**src/rtl/trig_pkg.sv**
```systemverilog
// trig_pkg: shared types and constants for trig_scale_unit.
//   state_t   : sequencer states of the iterative Taylor engine
//   rcp_const : rounded Q(f) reciprocal 1/((2k-1)(2k)) for cos or 1/((2k)(2k+1)) for sin
package trig_pkg;

    typedef enum logic [2:0] {
        IDLE,
        XSQ,
        MUL_X2,
        MUL_RCP,
        SCALE,
        FIN
    } state_t;

    // Only ever evaluated at elaboration time to build constant tables.
    // k = 0 has no meaning for cos (divisor 0) and returns 0.
    function automatic int rcp_const(input int k, input logic mode, input int f);
        int d;
        if (k < 1) begin
            return 0;
        end
        d = mode ? (2 * k) * (2 * k + 1) : (2 * k - 1) * (2 * k);
        return ((1 << f) + d / 2) / d;
    endfunction

endpackage

```
**src/rtl/fx_mul_rs.sv**
```systemverilog
// fx_mul_rs: combinational signed fixed-point multiply with round-half-up and saturation.
//   a, b : W-bit two's complement operands in Q(F)
//   p    : W-bit Q(F) product, saturated to [-2^(W-1), 2^(W-1)-1]
//   sat  : high when p was clamped
module fx_mul_rs #(
    parameter int W = 16,
    parameter int F = 11
) (
    input  logic [W-1:0] a,
    input  logic [W-1:0] b,
    output logic [W-1:0] p,
    output logic         sat
);

    localparam logic signed [2*W-1:0] RND = {{(2*W-1){1'b0}}, 1'b1} << (F - 1);

    logic signed [2*W-1:0] ae;
    logic signed [2*W-1:0] be;
    logic signed [2*W-1:0] prod;
    logic signed [2*W-1:0] prod_r;
    logic        [W-F:0]   top;

    assign ae     = $signed(a);
    assign be     = $signed(b);
    assign prod   = ae * be;
    assign prod_r = prod + RND;
    // Bits above the kept field must all equal its sign bit, else the value is out of range.
    assign top    = prod_r[2*W-1:F+W-1];

    always_comb begin
        sat = !((&top) || !(|top));
        if (sat) begin
            p = prod_r[2*W-1] ? {1'b1, {(W-1){1'b0}}} : {1'b0, {(W-1){1'b1}}};
        end else begin
            p = prod_r[F+W-1:F];
        end
    end

endmodule

```
**src/rtl/trig_scale_unit.sv**
```systemverilog
// trig_scale_unit: result = v*cos(x) (mode 0) or v*sin(x) (mode 1) in Q(W-F).F.
// Iterative Taylor series sharing a single fx_mul_rs; fixed latency.
//   clk, rst         : clock, async active-high reset
//   start, mode      : rising-edge-qualified request and function select
//   v_in, x_in       : scale and angle operands, captured at launch
//   busy             : high from launch until the done cycle
//   done             : one-cycle pulse; result/overflow valid from then on
//   result, overflow : held until the next done or reset
module trig_scale_unit
    import trig_pkg::*;
#(
    parameter int W       = 16,
    parameter int F       = 11,
    parameter int N_TERMS = 6
) (
    input  logic         clk,
    input  logic         rst,
    input  logic         start,
    input  logic         mode,
    input  logic [W-1:0] v_in,
    input  logic [W-1:0] x_in,
    output logic         busy,
    output logic         done,
    output logic [W-1:0] result,
    output logic         overflow
);

    localparam int KW = (N_TERMS > 1) ? $clog2(N_TERMS) : 1;
    localparam logic [W-1:0] ONE = {{(W-1){1'b0}}, 1'b1} << F;
    localparam logic [KW-1:0] K_LAST = KW'(N_TERMS - 1);

    state_t        state, state_n;
    logic          start_d, launch, mode_r;
    logic [KW-1:0] k;
    logic [W-1:0]  v_r, x_r, x2, term, acc, result_n;
    logic [W-1:0]  mul_a, mul_b, mul_p, rcp_k;
    logic          mul_sat, add_sat;
    logic [W:0]    sum;
    logic [W-1:0]  acc_n;

    // Reciprocal tables, elaboration-time constants indexed by the term counter.
    logic [W-1:0] rcp_cos [2**KW];
    logic [W-1:0] rcp_sin [2**KW];
    for (genvar g = 0; g < 2**KW; g++) begin : g_rcp
        assign rcp_cos[g] = W'(rcp_const(g, 1'b0, F));
        assign rcp_sin[g] = W'(rcp_const(g, 1'b1, F));
    end
    assign rcp_k = mode_r ? rcp_sin[k] : rcp_cos[k];

    assign launch = (state == IDLE) && start && !start_d;

    // State register
    always_ff @(posedge clk or posedge rst) begin
        if (rst) state <= IDLE;
        else     state <= state_n;
    end

    // Next state
    always_comb begin
        state_n = state;
        case (state)
            IDLE:    if (launch) state_n = XSQ;
            XSQ:     state_n = (N_TERMS > 1) ? MUL_X2 : SCALE;
            MUL_X2:  state_n = MUL_RCP;
            MUL_RCP: state_n = (k == K_LAST) ? SCALE : MUL_X2;
            SCALE:   state_n = FIN;
            FIN:     state_n = IDLE;
            default: state_n = IDLE;
        endcase
    end

    // Shared multiplier operand select
    always_comb begin
        mul_a = '0;
        mul_b = '0;
        case (state)
            XSQ:     begin mul_a = x_r;  mul_b = x_r;   end
            MUL_X2:  begin mul_a = term; mul_b = x2;    end
            MUL_RCP: begin mul_a = term; mul_b = rcp_k; end
            SCALE:   begin mul_a = v_r;  mul_b = acc;   end
            default: ;
        endcase
    end

    fx_mul_rs #(.W(W), .F(F)) u_mul (
        .a   (mul_a),
        .b   (mul_b),
        .p   (mul_p),
        .sat (mul_sat)
    );

    // Alternating-sign accumulate: odd k subtracts. One guard bit detects overflow.
    always_comb begin
        sum     = k[0] ? ({acc[W-1], acc} - {mul_p[W-1], mul_p})
                       : ({acc[W-1], acc} + {mul_p[W-1], mul_p});
        add_sat = sum[W] ^ sum[W-1];
        if (add_sat) acc_n = sum[W] ? {1'b1, {(W-1){1'b0}}} : {1'b0, {(W-1){1'b1}}};
        else         acc_n = sum[W-1:0];
    end

    // Datapath and output registers
    always_ff @(posedge clk or posedge rst) begin
        if (rst) begin
            start_d  <= 1'b0;
            mode_r   <= 1'b0;
            k        <= '0;
            v_r      <= '0;
            x_r      <= '0;
            x2       <= '0;
            term     <= '0;
            acc      <= '0;
            result_n <= '0;
            result   <= '0;
            busy     <= 1'b0;
            done     <= 1'b0;
            overflow <= 1'b0;
        end else begin
            start_d <= start;
            done    <= 1'b0;
            case (state)
                IDLE: begin
                    if (launch) begin
                        v_r      <= v_in;
                        x_r      <= x_in;
                        mode_r   <= mode;
                        term     <= mode ? x_in : ONE;
                        acc      <= mode ? x_in : ONE;
                        k        <= KW'(1);
                        busy     <= 1'b1;
                        overflow <= 1'b0;
                    end
                end
                XSQ: begin
                    x2 <= mul_p;
                    if (mul_sat) overflow <= 1'b1;
                end
                MUL_X2: begin
                    term <= mul_p;
                    if (mul_sat) overflow <= 1'b1;
                end
                MUL_RCP: begin
                    term <= mul_p;
                    acc  <= acc_n;
                    k    <= k + KW'(1);
                    if (mul_sat || add_sat) overflow <= 1'b1;
                end
                SCALE: begin
                    result_n <= mul_p;
                    if (mul_sat) overflow <= 1'b1;
                end
                FIN: begin
                    result <= result_n;
                    done   <= 1'b1;
                    busy   <= 1'b0;
                end
                default: ;
            endcase
        end
    end

endmodule

```
**config.mk**
```make
export PLATFORM = sky130hd
export DESIGN_NAME = trig_scale_unit
export DESIGN_NICKNAME = d
export VERILOG_FILES = /design/src/rtl/trig_pkg.sv /design/src/rtl/fx_mul_rs.sv /design/src/rtl/trig_scale_unit.sv
export SDC_FILE = /design/constraint.sdc
export NUM_CORES = 1
export LEC_CHECK = 0
export CAP_MARGIN = 20
export CORE_MARGIN = 5
export CORE_UTILIZATION = 40
export DETAILED_ROUTE_END_ITERATION = 10
export GPL_TIMING_DRIVEN = 0
export HOLD_SLACK_MARGIN = 0.08
export PLACE_DENSITY = 0.66
export REMOVE_ABC_BUFFERS = 1
export SETUP_SLACK_MARGIN = 0.05
export SLEW_MARGIN = 20
export SYNTH_ARGS = -nofsm -noshare
export SYNTH_HDL_FRONTEND = slang
export SYNTH_SLANG_ARGS = --single-unit
export TNS_END_PERCENT = 50
```
**constraint.sdc**
```tcl
create_clock -name clk -period 12 [get_ports clk]
set_input_delay 3 -clock clk [delete_from_list [all_inputs] [get_ports clk]]
set_output_delay 3 -clock clk [all_outputs]
set_load 0.005 [all_outputs]
```
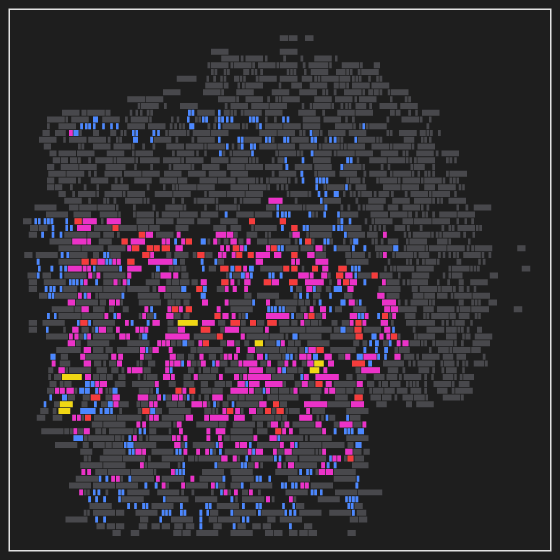
(run_1/logic_types.png)
blue -> nand cells  # cells 364, most used nand2_1
yellow -> mux cells  # cells 7, most used mux2i_4
magenta -> aoi and oai cells  # cells 317, most used a21oi_1
red -> non-inverting ao/oa cells  # cells 67, most used a21o_1
Post-Layout Cell Count: 2649
combinational share of cell area: 0.6547
most frequent logic cell in the layout: nand2_1

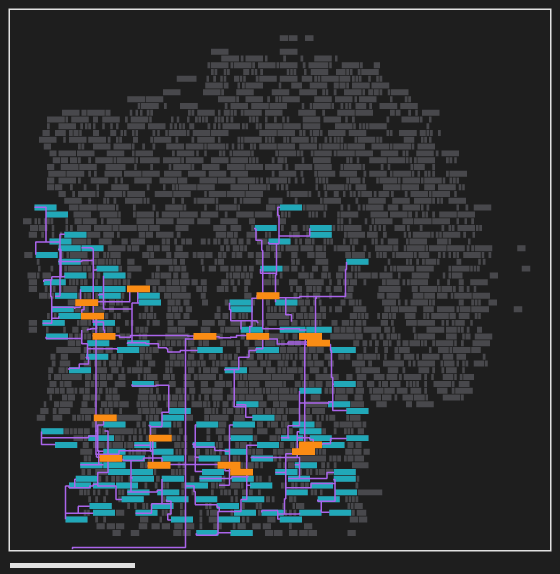
(run_1/clk_routes.png)
The bar under the picture is 50 um long.
cyan -> flip-flops  # count 123
purple -> clock wires  # length 1900 um
orange -> clock drivers  # count 17
routed clock nets = 18
skew final: 0.01277 ns

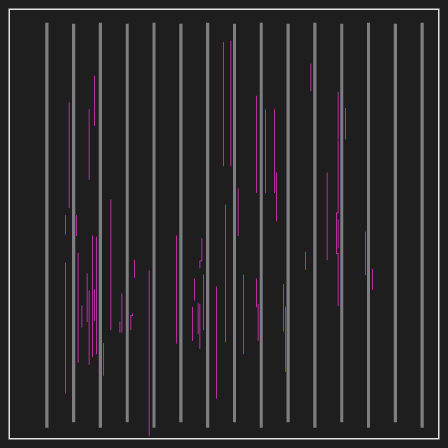
(run_1/layer_met4.png)
Supply wires on this layer in grey.
main direction = vertical
nets with wire on the layer = 42
share of all routed wire = 3.1%
Via Count: 14851
routed wire length: 53700 um

==> job_summary.md, run 1 <==
### Metrics collected by this job

| Metric | Value |
|---|---|
| Critical path's most frequent cell | `fa_1` |
| Netlist Area Pre-Place | `17080 um^2` |
| Floorplan Utilization | `0.4054` |
| Crit Path Category | `flop to flop` |
| Fin crit share | `0.9694` |
| Layout Nets | `~2500` |
| Hold_sp | `result_n[6]` |
| CTS clk-pin slew, worst paths | `roughly 0.060 ns` |
| Final min period | `11.63 ns` |
| Asr flop ratio synth | `1.000` |
| Slew @ Worst Pin | `0.8791 ns` |
| Fin Hold WS | `0.4703 ns` |
| Max Cap Viol | `0` |
| R2R depth | `45` |
| CP required | `approximately 12 ns` |
| Initial antenna violation count | `1` |
| Synthesis area per yosys | `around 17000 um^2` |
| First-pass GRT wire length | `83590 um` |
| Global route overflow | `0` |
| Reg2reg end | `acc[3]` |
| Clk sinks | `about 120` |
| Worst r2r src | `state[2]` |
| Total Routing Usage GR | `0.2247` |
| Proportion of layout cells with a drive suffix above 1 | `0.1403` |
| Vias/cell | `5.606` |
| Flops out of synthesis | `~120` |
| CP max stage delay | `roughly 0.63 ns` |
| Cells after Synth | `around 2000` |
| Critical path's slowest cell | `fa_2` |
| Total iterations of the first detailed-routing run | `6` |
| Critical path endpoint category | `flop` |
| Final setup margin | `0.3668 ns` |
| Post-Place Cells | `2545` |
| CP endpoint | `acc[3]` |
| Reg area | `3098 um^2` |
| Area share, top type | `0.3083` |
| CP startpoint kind | `flop` |
| Antenna cells | `0` |
| Log Warnings | `30` |
| CP Max Fanout | `16` |
| Postcts setup bufs | `37` |
| Detailed-placement wirelength estimate | `40060 um` |
| Hold path depth | `2` |
| Fillers | `between 3000 and 4000` |
| Row count | `roughly 75` |
| CTS Hold Bufs | `0` |
| Place WS | `-3.759 ns` |
| DRT iter0 DRCs | `1298` |
| Top area cell types | `fa_1 (31%), dfrtp_1 (18%), ha_1 (7.4%)` |
| Final setup fails | `0` |
| Slew headroom | `0.4139` |
| Achievable frequency | `85.96 MHz` |
| Worst path bufs/invs | `9` |
| Max clock buf depth | `2` |
| Final core utilization | `0.4805` |
| Status | `finished, final reports clean` |
| Root Buffer | `clkbuf_16` |
| Post-synth seq share | `0.1802` |
| Post-synth EDFFs | `0` |
| # Cells Yosys | `2013` |
| Main flop type after synthesis | `dfrtp_1` |
| Synth top cells by count | `nand2_1 (322), inv_1 (308), fa_1 (263)` |
| Final Hold Vio Count | `0` |
| IO Pins | `55` |
| CTS tree | `done` |
| Hold Path Class | `flop to flop` |
| Post-CTS Resized | `about 75` |
| Die Span Y | `216.6 um` |
| Most common logic cells in the final layout | `nand2_1 (318), inv_1 (303), fa_1 (258)` |
| Drt drc | `0` |
| H-Tree Depth | `4` |
| Cell Type Count | `80` |
| Die Wd | `216.6 um` |
| Drt wl/cell | `20.27 um` |
| Max Slew Vio Count | `0` |
| Logic area | `13250 um^2` |
| Reg2reg setup slack | `0.37 ns` |
| Largest net degree at the start of global routing | `97` |
| Global placement routability congestion | `between 0.9 and 1` |
| Crit. path cell count | `between 40 and 50` |
| Die ar. | `46930 um^2` |
| Vias in the first global route | `15203` |
| Avg Cell Area, Syn | `8.485 um^2` |
| Latency at later pin | `0.43 ns` |
| Hold EP | `result[6]` |
| Area growth syn-to-layout | `18.53%` |
| Ys Warns | `0` |
| CP Launch Point | `state[2]` |
| Worst EP arrival | `11.95 ns` |
-- run 1: flip-flops by register name, indices dropped and copies added, names as in the netlist --
| register | count |
|---|---|
| acc | 16 |
| result | 16 |
| result_n | 16 |
| term | 16 |
| v_r | 16 |
| x2 | 16 |
| x_r | 16 |
| k | 3 |
| state | 3 |
| busy | 1 |
| done | 1 |
| mode_r | 1 |
| overflow | 1 |
| start_d | 1 |
-- run 1: stage by stage --
step,area [um^2],setup TNS (ns)
after detailed placement,18470,-57.54
after global placement,17950,-375.58
after floorplan,16740,-54.30
after CTS,19630,0
final,20250,0
after global routing,20250,-0.03507
-- run 1: per-layer routing --
| metal | GRT usage | share of wire | up-vias |
|---|---|---|---|
| met2 | 0.3759 | 0.49 | 628 |
| met1 | 0.3016 | 0.40 | 7507 |
| met4 | 0.06954 | 0.030 | 0 |
| li1 | - | - | 6606 |
| met3 | 0.03642 | 0.079 | 110 |
| met5 | 0 | 0 | - |
-- run 1: logic make-up (layout without fill, tap and decap cells) --
family | after synthesis | count (layout) | share of synthesized area
buffers and inverters | 394 | 490 | 0.08783
DFF | 123 | 123 | 0.1802
xor gates and xnor gates | 60 | 60 | 0.03187
AOI/OAI and AO/OA | 384 | 384 | 0.1431
and+or+nand+nor | 681 | 682 | 0.1702
muxes | 7 | 7 | 0.004542
adders and majority gates | 364 | 364 | 0.3822
-- run 1: cell type report --
class | count | area share
sequential | 123 | 0.1530
timing repair buffer | 149 | 0.07293
inverter | 309 | 0.05785
multi-input combinational | 1497 | 0.6547
clock buffer | 20 | 0.02256
tap | 539 | 0.03331
clock inverter | 12 | 0.005686
==> run 1 -> run 2 <==
CAP_MARGIN = unset   (was 20)
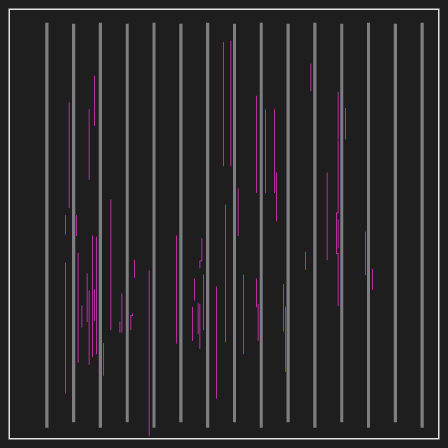
(run_2/layer_met4.png)
Supply wires on this layer in grey.
share of all routed wire = 3.1%
nets with wire on the layer = 42
longest straight run = 83.6 um
main direction = vertical

==> run 2 against run 1 <==
Worst setup slack unchanged. Flip-flop count unchanged. Hold slack unchanged. Maximum frequency unchanged. Sequential share of layout area unchanged. Critical path depth unchanged. Critical endpoint unchanged. Non-clock buffer count unchanged. Synthesized cell count unchanged.
==> job_summary.md, run 2 <==
### Metrics collected by this job

| Metric | Value |
|---|---|
| Status | `finished, final reports clean (unchanged)` |
| Most frequent logic cell in the layout | `nand2_1 (unchanged)` |
| Met1 wire length | `21730 um (unchanged)` |
| Post-Synth XOR/XNOR Area | `0.03187 (unchanged)` |
| Row count | `75 (unchanged)` |
| Global placement routability congestion | `0.9454 (unchanged)` |
| Root Buffer | `clkbuf_16 (unchanged)` |
| Remaining antenna violation count | `0 (unchanged)` |
| Drt drc | `0 (unchanged)` |
| DR WL met2 | `26070 um (unchanged)` |
| Final min period | `11.63 ns (unchanged)` |
| CTS clk-pin slew, worst paths | `0.06 ns (about the same)` |
| Cells after Synth | `2013 (unchanged)` |
| Cell taking the most area after synthesis | `fa_1 (unchanged)` |
| Vias/cell | `5.606 (unchanged)` |
| Log Warnings | `30 (unchanged)` |
| Via Count | `14851 (unchanged)` |
| Flops out of synthesis | `123 (unchanged)` |
| CTS buffer count | `17 (unchanged)` |
| Synthesis area per yosys | `17080 um^2 (unchanged)` |
| Slew @ Worst Pin | `0.8791 ns (unchanged)` |
| CP required | `12.31 ns (about the same)` |
| Final setup margin | `0.3668 ns (unchanged)` |
| Number of port buffers | `54 (unchanged)` |
| Layout Nets | `2497 (unchanged)` |
| M2 GR Usage | `0.3759 (unchanged)` |
| # Cells Yosys | `2013 (unchanged)` |
| Achievable frequency | `85.96 MHz (unchanged)` |
| FA/HA/MAJ Cells, Area Fraction | `0.3822 (unchanged)` |
| Area share, top type | `0.3083 (unchanged)` |
| Top area cell types | `fa_1 (31%), dfrtp_1 (18%), ha_1 (7.4%) (unchanged)` |
| Die Span Y | `216.6 um (unchanged)` |
| CTS tree | `done (unchanged)` |
| Antenna cells | `0 (unchanged)` |
| Total Routing Usage GR | `0.2247 (unchanged)` |
| Core area | `42130 um^2 (unchanged)` |
| Most common logic cells in the final layout | `nand2_1 (318), inv_1 (303), fa_1 (258) (unchanged)` |
| Synth top cells by count | `nand2_1 (322), inv_1 (308), fa_1 (263) (unchanged)` |
| Drt wl/cell | `20.27 um (unchanged)` |
| Critical path's most frequent cell | `fa_1 (unchanged)` |
| Most numerous cell in the Yosys netlist | `nand2_1 (unchanged)` |
| Max Cap Viol | `0 (unchanged)` |
| Slew headroom | `0.4139 (unchanged)` |
| Mux cell area share after synthesis | `0.004542 (unchanged)` |
| Netlist Area Pre-Place | `17080 um^2 (unchanged)` |
| IO Pins | `55 (unchanged)` |
| Max Used Layer | `met4 (unchanged)` |
| CP Max Fanout | `16 (unchanged)` |
| Clk sinks | `123 (unchanged)` |
| Floorplan Utilization | `0.4054 (unchanged)` |
| Die ar. | `46930 um^2 (unchanged)` |
| Asr flop ratio synth | `1.000 (unchanged)` |
| Routed wl met3 | `4255 um (unchanged)` |
| DRT iter0 DRCs | `1298 (unchanged)` |
| Hold Path Class | `flop to flop (unchanged)` |
| Fin crit share | `0.9694 (unchanged)` |
| Max clock buf depth | `2 (unchanged)` |
| Proportion of layout cells with a drive suffix above 1 | `0.1403 (unchanged)` |
| Routed wire length | `53700 um (unchanged)` |
| Vias in the first global route | `15203 (unchanged)` |
| Detailed-placement wirelength estimate | `40060 um (unchanged)` |
| Skew final | `0.01277 ns (unchanged)` |
| Die Wd | `216.6 um (unchanged)` |
| Latency at later pin | `0.43 ns (about the same)` |
| CP startpoint kind | `flop (unchanged)` |
| Ys Warns | `0 (unchanged)` |
| Simple-Gate Area Share | `0.1702 (unchanged)` |
| Critical path endpoint category | `flop (unchanged)` |
| First-pass GRT wire length | `83590 um (unchanged)` |
| Global route overflow | `0 (unchanged)` |
| Most Crowded Layer GR | `met2 (unchanged)` |
| Crit Path Category | `flop to flop (unchanged)` |
| Crit path max-delay family | `adder cells (unchanged)` |
| Initial antenna violation count | `1 (unchanged)` |
| Post-synth EDFFs | `0 (unchanged)` |
| CP max stage delay | `0.63 ns (about the same)` |
| Total iterations of the first detailed-routing run | `6 (unchanged)` |
| H-Tree Depth | `4 (unchanged)` |
| Final Hold Vio Count | `0 (unchanged)` |
| Max Slew Vio Count | `0 (unchanged)` |
| M3 GR Usage | `0.03642 (unchanged)` |
| Worst path bufs/invs | `9 (unchanged)` |
| Final setup fails | `0 (unchanged)` |
| Cell Type Count | `80 (unchanged)` |
| Fin Hold WS | `0.4703 ns (unchanged)` |
| Place WS | `-3.759 ns (unchanged)` |
| Largest net degree at the start of global routing | `97 (unchanged)` |
| Top logic family | `adder cells (unchanged)` |
| Post-synth seq share | `0.1802 (unchanged)` |
| Worst EP arrival | `11.95 ns (about the same)` |
| M1 GR Usage | `0.3016 (unchanged)` |
| Critical path's slowest cell | `fa_2 (unchanged)` |
| Main flop type after synthesis | `dfrtp_1 (unchanged)` |
| Area growth syn-to-layout | `18.53% (unchanged)` |
| Ao+oa area frac | `0.1431 (unchanged)` |
| Avg Cell Area, Syn | `8.485 um^2 (unchanged)` |
run 2: path summary, 6_finish.rpt:
| kind | from | end | slack (ns) | depth (start not counted) |
|---|---|---|---|---|
| hold / removal | result_n[6] | result[6] | 0.47 | 2 |
| hold reg to reg | result_n[6] | result[6] | 0.47 | 2 |
| min in group asynchronous | rst | v_r[1] | 2.93 | 2 |
| setup reg to reg | state[2] | acc[3] | 0.37 | 45 |
| max in group asynchronous | rst | k[0] | 8.29 | 3 |
| setup / recovery | state[2] | acc[3] | 0.37 | 45 |
run 2: tightest hold or removal path, cell delays in order (launching register included):
cell and delay (ns):
dfrtp_1 0.34, nand2_1 0.05, nand2_1 0.05
run 2: repair_timing:
item                                    CTS  global route
endpoints found under the setup margin   17            17
resized                                  75            79
pin swaps                                 8            24
cloned                                    1             3
hold buffers                              0             0
setup buffers                            37            31
run 2: stage by stage:
step | util | TNS [ns] | instances | instance area, um^2
CTS | 0.4659 | 0 | 2615 | 19630
global placement | 0.4261 | -375.58 | 2521 | 17950
floorplan | - | -54.30 | 1928 | 16740
global route | 0.4805 | -0.03507 | 2649 | 20250
detailed placement | 0.4383 | -57.54 | 2545 | 18470
finish | 0.4805 | 0 | 2649 | 20250
run 2: area by class of cell:
class,instances,area [um^2]
Fill cell,3923,21890
Tap cell,539,674.4
Clock inverter,12,115.1
Clock buffer,20,456.7
Sequential cell,123,3098
Timing Repair Buffer,149,1476
Multi-Input combinational cell,1497,13250
Inverter,309,1171
==> run 2 -> run 3 <==
--- a/constraint.sdc
+++ b/constraint.sdc
@@ -3,2 +3,2 @@
 set_output_delay 3 -clock clk [all_outputs]
-set_load 0.005 [all_outputs]
+set_load 0.01 [all_outputs]
==> run 3 against run 2 <==
First-iteration DRC count stayed put. Via count did not move. Synthesized cell count did not move. Design area stayed put. Maximum frequency unchanged. Core utilization did not move. Hold slack is the same. Routed wire length stayed put.
==> job_summary.md, run 3 <==
### Metrics collected by this job

| Metric | Value |
|---|---|
| Status | `finished, final reports clean (unchanged)` |
| Root Buffer | `clkbuf_16 (unchanged)` |
| Skew final | `0.01277 ns (unchanged)` |
| Fin Hold WS | `0.4703 ns (unchanged)` |
| Global route overflow | `0 (unchanged)` |
| Post-route setup TNS | `0 ns (unchanged)` |
| Clk sinks | `123 (unchanged)` |
| Hold_sp | `result_n[6] (unchanged)` |
| Max Cap Viol | `0 (unchanged)` |
| CTS clk-pin slew, worst paths | `0.06 ns (about the same)` |
| Worst EP arrival | `11.95 ns (about the same)` |
| IO Pins | `55 (unchanged)` |
| First-pass GRT wire length | `83590 um (unchanged)` |
| Reg2reg end | `acc[3] (unchanged)` |
| Most common logic cells in the final layout | `nand2_1 (318), inv_1 (303), fa_1 (258) (unchanged)` |
| Via Count | `14851 (unchanged)` |
| Final Hold Vio Count | `0 (unchanged)` |
| Initial antenna violation count | `1 (unchanged)` |
| Hold EP | `result[6] (unchanged)` |
| DRT iter0 DRCs | `1298 (unchanged)` |
| Log Warnings | `30 (unchanged)` |
| Crit Path Category | `flop to flop (unchanged)` |
| Ys Warns | `0 (unchanged)` |
| Asr flop ratio synth | `1.000 (unchanged)` |
| Antenna cells | `0 (unchanged)` |
| Reg2reg setup slack | `0.37 ns (about the same)` |
| CTS buffer count | `17 (unchanged)` |
| Achievable frequency | `85.96 MHz (unchanged)` |
| Post-Layout Cell Count | `2649 (unchanged)` |
| Cell Type Count | `80 (unchanged)` |
| Routed wire length | `53700 um (unchanged)` |
| M2 GR Usage | `0.3759 (unchanged)` |
| Crit path max-delay family | `adder cells (unchanged)` |
| R2R depth | `45 (unchanged)` |
| Layout Nets | `2497 (unchanged)` |
| Most numerous cell in the Yosys netlist | `nand2_1 (unchanged)` |
| Critical path endpoint category | `flop (unchanged)` |
| Critical path's most frequent cell | `fa_1 (unchanged)` |
| Crit. path cell count | `45 (unchanged)` |
| Top area cell types | `fa_1 (31%), dfrtp_1 (18%), ha_1 (7.4%) (unchanged)` |
| Number of port buffers | `54 (unchanged)` |
| Remaining antenna violation count | `0 (unchanged)` |
| Hold path depth | `2 (unchanged)` |
| CP required | `12.31 ns (about the same)` |
| Vias in the first global route | `15203 (unchanged)` |
| Drt wl/cell | `20.27 um (unchanged)` |
| Most Crowded Layer GR | `met2 (unchanged)` |
| Row count | `75 (unchanged)` |
| CP Launch Point | `state[2] (unchanged)` |
| Synth top cells by count | `nand2_1 (322), inv_1 (308), fa_1 (263) (unchanged)` |
| # Cells Yosys | `2013 (unchanged)` |
| Die Span Y | `216.6 um (unchanged)` |
| Hold Path Class | `flop to flop (unchanged)` |
| Total Routing Usage GR | `0.2247 (unchanged)` |
| Netlist Area Pre-Place | `17080 um^2 (unchanged)` |
| CP Max Fanout | `16 (unchanged)` |
| H-Tree Depth | `4 (unchanged)` |
| Largest net degree at the start of global routing | `97 (unchanged)` |
| Slew @ Worst Pin | `0.8791 ns (unchanged)` |
| Final min period | `11.63 ns (unchanged)` |
| Max Slew Vio Count | `0 (unchanged)` |
| Drt drc | `0 (unchanged)` |
| Slew headroom | `0.4139 (unchanged)` |
| CP startpoint kind | `flop (unchanged)` |
| Die Wd | `216.6 um (unchanged)` |
| Global placement routability congestion | `0.9454 (unchanged)` |
| Post-synth EDFFs | `0 (unchanged)` |
| Floorplan Utilization | `0.4054 (unchanged)` |
| Synthesis area per yosys | `17080 um^2 (unchanged)` |
| Area growth syn-to-layout | `18.53% (unchanged)` |
| M3 GR Usage | `0.03642 (unchanged)` |
| Post-synth seq share | `0.1802 (unchanged)` |
| Avg Cell Area, Syn | `8.485 um^2 (unchanged)` |
| Die ar. | `46930 um^2 (unchanged)` |
| Area share, top type | `0.3083 (unchanged)` |
| Main flop type after synthesis | `dfrtp_1 (unchanged)` |
| Max clock buf depth | `2 (unchanged)` |
| Final setup fails | `0 (unchanged)` |
| Final setup margin | `0.3668 ns (unchanged)` |
| Flops out of synthesis | `123 (unchanged)` |
| M1 GR Usage | `0.3016 (unchanged)` |
| Fin crit share | `0.9694 (unchanged)` |
| Cells after Synth | `2013 (unchanged)` |
| Proportion of layout cells with a drive suffix above 1 | `0.1403 (unchanged)` |
| Worst path bufs/invs | `9 (unchanged)` |
-- run 3: logic make-up after synthesis --
logic type,synth area share
xor+xnor,0.03187
mux,0.004542
compound gates,0.1431
fa+ha+maj,0.3822
buf+inv,0.08783
flops,0.1802
simple gates,0.1702
-- run 3: timing repair --
action	4_1_cts	5_1_grt
endpoints found under the setup margin	17	17
cloned	1	3
pin swaps	8	24
buffers inserted	37	31
resized	75	79
-- run 3: final cells by class --
cell class / count / area, um^2
clock buffer: 20 / 456.7
clock inverter: 12 / 115.1
fill: 3923 / 21890
inverter: 309 / 1171
multi-input combinational: 1497 / 13250
sequential: 123 / 3098
tap: 539 / 674.4
timing repair buffer: 149 / 1476
-- run 3: per-layer routing --
layer	wire length, um	part of all wire	vias to the layer above
met5	0	0	-
met4	1636	0.030	0
met3	4255	0.079	110
met2	26070	0.49	628
met1	21730	0.40	7507
li1	-	-	6606
-- run 3: per-stage QoR --
stage / cell area [um^2] / utilization
floorplan: 16740 / -
global placement: 17950 / 0.4261
detailed placement: 18470 / 0.4383
CTS: 19630 / 0.4659
global route: 20250 / 0.4805
finish: 20250 / 0.4805
-- run 3: worst register-to-register path: cells and delay by family (launching register included) --
| family | cells | cell delay [ns] |
|---|---|---|
| buffers and inverters | 9 | 1.32 |
| xor gates and xnor gates | 2 | 0.38 |
| adders and majority gates | 9 | 4.07 |
| and+or+nand+nor | 9 | 1.56 |
| DFF | 1 | 0.50 |
| AOI/OAI and AO/OA | 14 | 3.17 |
| muxes | 2 | 0.55 |
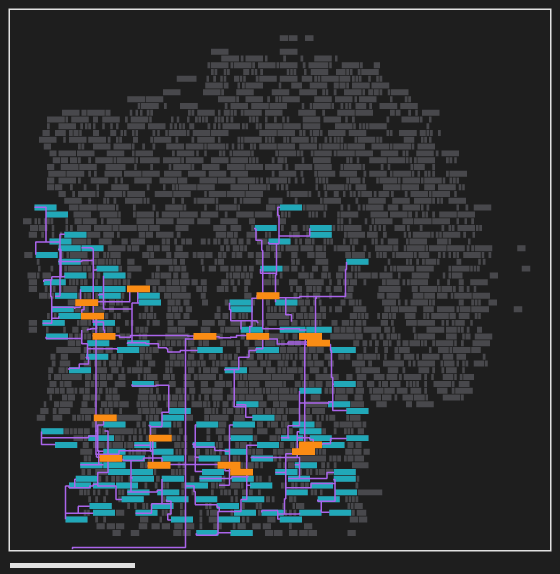
(run_3/clk_routes.png)
The bar under the picture is 50 um long.
cyan -> flip-flops  # count 123
orange -> clock drivers  # count 17
purple -> clock wires  # length 1900 um
routed clock nets = 18
Latency at later pin: 0.43 ns

